$ cat config.mk
export PLATFORM = sky130hd
export DESIGN_NAME = hazard_ctrl
export DESIGN_NICKNAME = d
export VERILOG_FILES = /design/src/rtl/hazard_ctrl.sv
export SDC_FILE = /design/constraint.sdc
export NUM_CORES = 1
export LEC_CHECK = 0
export ABC_AREA = 1
export CAP_MARGIN = 20
export CELL_PAD_IN_SITES_DETAIL_PLACEMENT = 1
export CELL_PAD_IN_SITES_GLOBAL_PLACEMENT = 1
export CORE_MARGIN = 10
export CORE_UTILIZATION = 29
export CTS_BUF_LIST = sky130_fd_sc_hd__clkbuf_8
export DETAILED_ROUTE_END_ITERATION = 6
export PLACE_DENSITY = 0.93
export SKIP_LAST_GASP = 1
export SLEW_MARGIN = 20
export SYNTH_ARGS = -nofsm -noshare
export SYNTH_HDL_FRONTEND = slang
export SYNTH_SLANG_ARGS = --single-unit
$ cat constraint.sdc
create_clock -name clk -period 3.67 [get_ports clk]
set_clock_uncertainty 0.15 [all_clocks]
set_input_delay 0.5505 -clock clk [delete_from_list [all_inputs] [get_ports clk]]
set_output_delay 0.5505 -clock clk [all_outputs]
set_load 0.02 [all_outputs]
$ cat src/rtl/hazard_ctrl.sv
// Stall/flush control for the IF/ID register: load-use hold, branch flush, and the
// call and return stall sequences. Outputs are combinational on state and inputs.
module hazard_ctrl #(
  parameter int FLUSH_CYC = 2,
  parameter int CALL_CYC  = 1,
  parameter int RET_CYC   = 3
) (
  input  logic        clk,
  input  logic        rst_n,
  input  logic [15:0] id_instr,
  input  logic        idex_mem_read,
  input  logic [3:0]  idex_rd,
  input  logic        ex_branch_taken,
  output logic        data_hazard,
  output logic        PC_hazard,
  output logic        call,
  output logic        ret_control,
  output logic        ret_PC,
  output logic        busy
);

  typedef enum logic [1:0] {
    S_IDLE   = 2'd0,
    S_FLUSH  = 2'd1,
    S_CALL_W = 2'd2,
    S_RET_W  = 2'd3
  } state_t;

  localparam logic [2:0] FLUSH_RLD   = 3'(FLUSH_CYC - 1);
  localparam logic [2:0] CALL_RLD    = 3'(CALL_CYC - 1);
  localparam logic [2:0] RET_RLD     = 3'(RET_CYC);
  localparam logic       FLUSH_MULTI = (FLUSH_CYC > 1);
  localparam logic       CALL_MULTI  = (CALL_CYC > 1);

  state_t     r_state;
  state_t     w_next_state;
  logic [2:0] r_cnt;
  logic [2:0] w_next_cnt;
  logic [3:0] w_op;
  logic       w_load_use;
  logic       w_data_hazard;
  logic       w_pc_hazard;
  logic       w_call;
  logic       w_ret_control;
  logic       w_ret_pc;

  // True when the instruction in ID reads register rd as a source operand.
  function automatic logic reads_reg(input logic [15:0] instr, input logic [3:0] rd);
    logic hit;
    case (instr[15:12])
      4'h0, 4'h1, 4'h2, 4'h3, 4'h4: hit = (instr[7:4] == rd) || (instr[3:0] == rd);
      4'h5, 4'h6, 4'h7, 4'h8:       hit = (instr[7:4] == rd);
      4'h9:                         hit = (instr[7:4] == rd) || (instr[11:8] == rd);
      4'hA:                         hit = (instr[11:8] == rd);
      default:                      hit = 1'b0;
    endcase
    return hit;
  endfunction

  assign w_op       = id_instr[15:12];
  assign w_load_use = idex_mem_read && (idex_rd != 4'd0) && reads_reg(id_instr, idex_rd);

  // Next-state, counter and raw output decode.
  always_comb begin
    w_next_state  = r_state;
    w_next_cnt    = r_cnt;
    w_data_hazard = 1'b0;
    w_pc_hazard   = 1'b0;
    w_call        = 1'b0;
    w_ret_control = 1'b0;
    w_ret_pc      = 1'b0;
    case (r_state)
      S_IDLE: begin
        if (ex_branch_taken) begin
          w_pc_hazard  = 1'b1;
          w_next_cnt   = FLUSH_RLD;
          w_next_state = FLUSH_MULTI ? S_FLUSH : S_IDLE;
        end else if (w_op == 4'hE) begin
          w_ret_control = 1'b1;
          w_next_cnt    = RET_RLD;
          w_next_state  = S_RET_W;
        end else if (w_op == 4'hD) begin
          w_call       = 1'b1;
          w_next_cnt   = CALL_RLD;
          w_next_state = CALL_MULTI ? S_CALL_W : S_IDLE;
        end else begin
          w_data_hazard = w_load_use;
        end
      end
      S_FLUSH: begin
        w_pc_hazard = 1'b1;
        if (ex_branch_taken) begin
          w_next_cnt   = FLUSH_RLD;
          w_next_state = FLUSH_MULTI ? S_FLUSH : S_IDLE;
        end else if (r_cnt <= 3'd1) begin
          w_next_cnt   = 3'd0;
          w_next_state = S_IDLE;
        end else begin
          w_next_cnt = r_cnt - 3'd1;
        end
      end
      S_CALL_W: begin
        if (ex_branch_taken) begin
          w_pc_hazard  = 1'b1;
          w_next_cnt   = FLUSH_RLD;
          w_next_state = FLUSH_MULTI ? S_FLUSH : S_IDLE;
        end else if (r_cnt <= 3'd1) begin
          w_call       = 1'b1;
          w_next_cnt   = 3'd0;
          w_next_state = S_IDLE;
        end else begin
          w_call     = 1'b1;
          w_next_cnt = r_cnt - 3'd1;
        end
      end
      S_RET_W: begin
        // A redirect during the return wait releases the halt and flushes together.
        if (ex_branch_taken) begin
          w_ret_pc     = 1'b1;
          w_pc_hazard  = 1'b1;
          w_next_cnt   = FLUSH_RLD;
          w_next_state = FLUSH_MULTI ? S_FLUSH : S_IDLE;
        end else if (r_cnt <= 3'd1) begin
          w_ret_pc     = 1'b1;
          w_next_cnt   = 3'd0;
          w_next_state = S_IDLE;
        end else begin
          w_next_cnt = r_cnt - 3'd1;
        end
      end
      default: begin
        w_next_cnt   = 3'd0;
        w_next_state = S_IDLE;
      end
    endcase
  end

  // State and counter registers with synchronous active-low reset.
  always_ff @(posedge clk) begin
    if (!rst_n) begin
      r_state <= S_IDLE;
      r_cnt   <= 3'd0;
    end else begin
      r_state <= w_next_state;
      r_cnt   <= w_next_cnt;
    end
  end

  // Outputs are held low while reset is asserted.
  assign data_hazard = rst_n & w_data_hazard;
  assign PC_hazard   = rst_n & w_pc_hazard;
  assign call        = rst_n & w_call;
  assign ret_control = rst_n & w_ret_control;
  assign ret_PC      = rst_n & w_ret_pc;
  assign busy        = rst_n & (r_state != S_IDLE);

endmodule

==> impl_metrics.env, run 1 <==
# flow metrics
export IMPL_status="completed"
export IMPL_utilization_pct=47.5
export IMPL_crit_end="data_hazard"
export IMPL_top_cells_by_count="nand2_1, inv_1, nor2_1, a21oi_1"
export IMPL_cp_slowest_cell="clkdlybuf4s50_1"
export IMPL_synth_chip_area_um2=679
export IMPL_hold_start="r_state[0]"
export IMPL_tns_ps=0
export IMPL_seq_area_frac_synth_pct=14.7
export IMPL_dp_cells=189
export IMPL_critical_path_buf_inv_count=3
export IMPL_hp_class="flip-flop to flip-flop"
export IMPL_synth_warnings=0
export IMPL_post_route_drc_count=0
export IMPL_grtUsageTotal_pct=10.7
export IMPL_p_leak_uw=0.000546
export IMPL_crit_chain="clkdlybuf4s50_1 > inv_1 > nand2_1 > nand2_1 > nor2_1 > nand2_1 > nor2_1 > nor2_1 > a21oi_1 > clkdlybuf4s50_1"
export IMPL_wirelength_um=2240
export IMPL_rrSetupSlack_ps=2200
export IMPL_dp_hpwl_um=2070
export IMPL_htreeDepth=1
export IMPL_critPathMaxStageDelay_ps=640
export IMPL_r2r_start="r_cnt[1]"
export IMPL_dieArea_um2=4680
export IMPL_die_h_um=68.4
export IMPL_ys_types=21
export IMPL_nClkBuffers=3
export IMPL_final_cell_mix="nand2_1, inv_1, clkdlybuf4s50_1, nor2_1, a21oi_1"
export IMPL_nets=192
export IMPL_placement_cell_area_um2=1000
export IMPL_cp_end_kind="primary output"
export IMPL_vias_per_cell=4.66
export IMPL_logic_gate_count=98
export IMPL_critPathLaunchType="primary input"
export IMPL_cts_hold_buffers_added=0
export IMPL_grt_pass1_wl_um=3910
export IMPL_antenna_left=0
export IMPL_yosysCellCount=132
export IMPL_finalInstanceArea_um2=1050
export IMPL_antenna_found_initial=0
export IMPL_rsz0062_at_grt="false"
export IMPL_die_w_um=68.4
export IMPL_cp_depth=10
run 1: power breakdown:
part           switching [µW]  internal [µW]  total, µW
sequential               2.62           57.9       60.5
clock                    29.3           71.9        101
combinational            46.9           44.8       91.7
run 1: layer usage:
metal | part of all wire [%] | global-route usage (%)
met2 | 52 | 20.7
met1 | 38 | 9.16
met5 | 0 | 0
met4 | 2.5 | 6.03
met3 | 6.7 | 3.59
run 1: cells by family after synthesis:
kind of cell | synth area share (%)
compound gates | 13.4
xor+xnor | 2.58
fa+ha+maj | 3.68
buf+inv | 16.0
flops | 14.7
simple gates | 49.5
run 1: state kept, by name, indices dropped and copies added (netlist names):
register,flops
r_state,2
r_cnt,3
### Cells by drive strength, run 1

Scale: 6 px per µm.
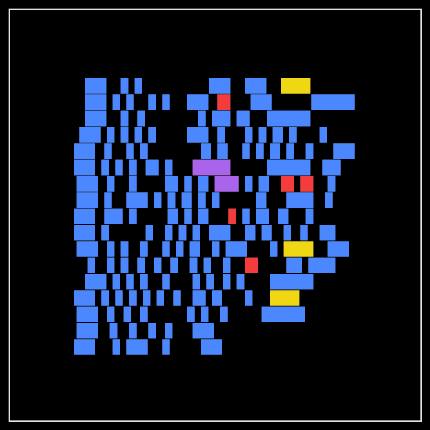
- _3 and _4 cells: purple (cells 2)
- _2 cells: red (cells 5)
- _0 and _1 cells: blue (cells 155)
- _6 and larger: yellow (cells 3)

### Placement view, run 1

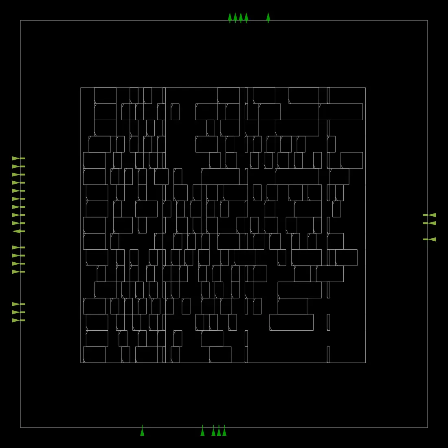
final cell count without fillers: 193
Well Taps: 28

### Selected gate families, run 1

Scale: 6 px per µm.
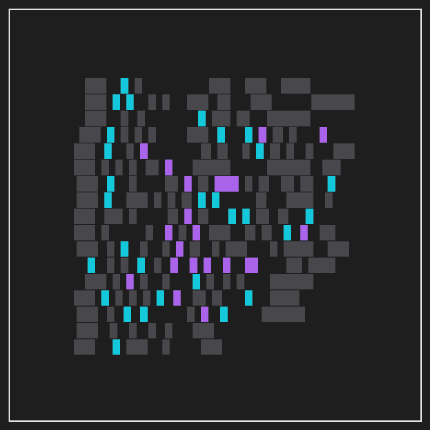
- inverters: cyan (cells 29; most used inv_1)
- NOR gates: purple (cells 19; most used nor2_1; where middle)
combinational fraction of the cell area: 44.8%
Commonest Layout Cell: nand2_1

### Pin placement, run 1

Scale: 6 px per µm. Pins as bars across the die edge, other pins in gray.
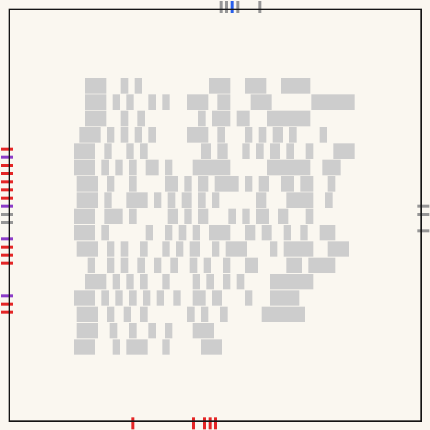

==> inputs of run 2 (changes only) <==
--- a/config.mk
+++ b/config.mk
@@ -10,10 +10,10 @@
 export CELL_PAD_IN_SITES_DETAIL_PLACEMENT = 1
 export CELL_PAD_IN_SITES_GLOBAL_PLACEMENT = 1
 export CORE_MARGIN = 10
-export CORE_UTILIZATION = 29
+export CORE_UTILIZATION = 27
 export CTS_BUF_LIST = sky130_fd_sc_hd__clkbuf_8
 export DETAILED_ROUTE_END_ITERATION = 6
-export PLACE_DENSITY = 0.93
+export PLACE_DENSITY = 0.88
 export SKIP_LAST_GASP = 1
 export SLEW_MARGIN = 20
 export SYNTH_ARGS = -nofsm -noshare
==> constraint.sdc (replaced) <==
create_clock -name clk -period 3.1 [get_ports clk]
set_clock_uncertainty 0.15 [all_clocks]
set_input_delay 0.465 -clock clk [delete_from_list [all_inputs] [get_ports clk]]
set_output_delay 0.465 -clock clk [all_outputs]
set_load 0.02 [all_outputs]
### Pin placement, run 2

Scale: 6 px per µm. Pins as bars across the die edge, other pins in gray.
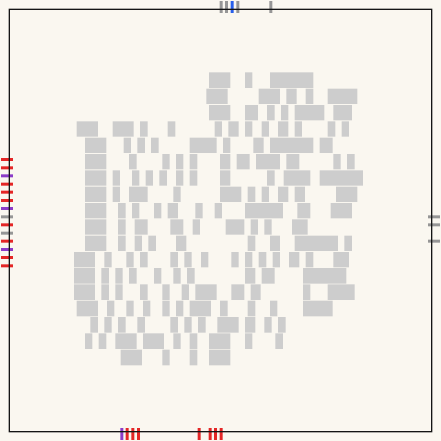
- `idex_rd`: purple (pins 4; direction input; edge 3 left, 1 bottom)
- `id_instr`: red (pins 16; direction input; edge 9 left, 7 bottom)
- `busy`: blue (pins 1; direction output; edge top)
- all pins by edge: 14 left, 8 bottom, 5 top, 3 right

### I/O nets highlighted, run 2

Scale: 4 px per µm.
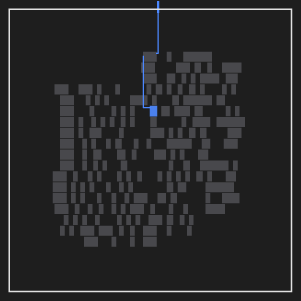
- `busy`: blue (direction output; edge top; end cells 1; buffers 1; wire 25.6 µm)

### Selected gate families, run 2

Scale: 6 px per µm.
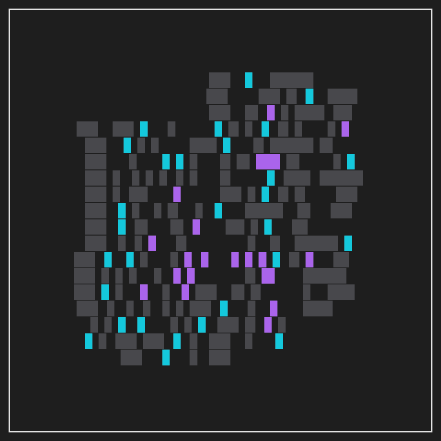
- NOR gates: purple (cells 19; most used nor2_1)
- inverters: cyan (cells 29; most used inv_1)
combinational fraction of the cell area: 44.6%
final cell count without fillers: 195

==> run 2 against run 1 <==
  * Sequential share of layout area is essentially flat
  * Design area grew 0.48%
  * Count of clock-buffer cells in the layout is the same
  * Critical path depth shrank 5
  * Register-to-register slack lost 570 ps
  * Non-clock buffer count is the same
  * Cell count grew 1.0%
  * Synthesized cell count is the same
  * Clock power grew 22%
  * Critical path type unchanged
  * Critical endpoint is now ret_PC
  * Largest power group unchanged
==> impl_metrics.env, run 2 <==
# flow metrics
export IMPL_power_frac_clock_pct=40.3
export IMPL_top_cells_by_count="nand2_1, inv_1, nor2_1, a21oi_1"
export IMPL_nets=192
export IMPL_clk_power_uw=123
export IMPL_intPower_uw=207
export IMPL_met1_length_um=972
export IMPL_pg_seq_uw=71.7
export IMPL_ys_sh_simple_pct=49.5
export IMPL_seq_area_frac_synth_pct=14.7
export IMPL_hp_class="flip-flop to flip-flop"
export IMPL_antenna_found_initial=0
export IMPL_cp_depth=5
export IMPL_use_met2_pct=18.9
export IMPL_grtUsageTotal_pct=10.4
export IMPL_rrSetupSlack_ps=1630
export IMPL_critPathLaunchType="primary input"
export IMPL_critical_path_buf_inv_count=3
export IMPL_ys_sh_aoi_pct=13.4
export IMPL_utilization_pct=43.4
export IMPL_synth_xor_area_share_pct=2.58
export IMPL_ys_types=21
export IMPL_seq_power_share_pct=23.5
export IMPL_antenna_left=0
export IMPL_power_frac_comb_pct=36.2
export IMPL_p_leak_uw=0.000565
export IMPL_highest_layer="met4"
export IMPL_htreeDepth=1
export IMPL_post_route_drc_count=0
export IMPL_grt_met3_usage_pct=2.97
export IMPL_die_h_um=70.2
export IMPL_use_met1_pct=9.24
export IMPL_synthMuxAreaShare_pct=0
export IMPL_power_switching_uw=98.5
export IMPL_die_w_um=70.2
export IMPL_dp_cells=191
export IMPL_layout_top_cell="nand2_1"
export IMPL_dieArea_um2=4920
export IMPL_status="completed"
==> run 2: cell counts after synthesis <==
Identical to the previous run, type by type.
==> run 2: logic make-up (layout without fill, tap and decap cells) <==
group | Yosys count | after routing
flops | 5 | 5
buf+inv | 29 | 62
fa+ha+maj | 2 | 2
compound gates | 16 | 16
xor+xnor | 2 | 2
simple gates | 78 | 78
==> run 2: final cells by class <==
cell class | instances | area (µm²)
fillers | 356 | 1380
multi-input cells | 98 | 470
repair buffers | 29 | 293
inverters | 29 | 109
flip-flops and latches | 5 | 100
clock buffers | 3 | 41.3
well taps | 30 | 37.5
clock inverters | 1 | 3.75
Power figures rest on the tool's default switching activity, not on a simulated workload.
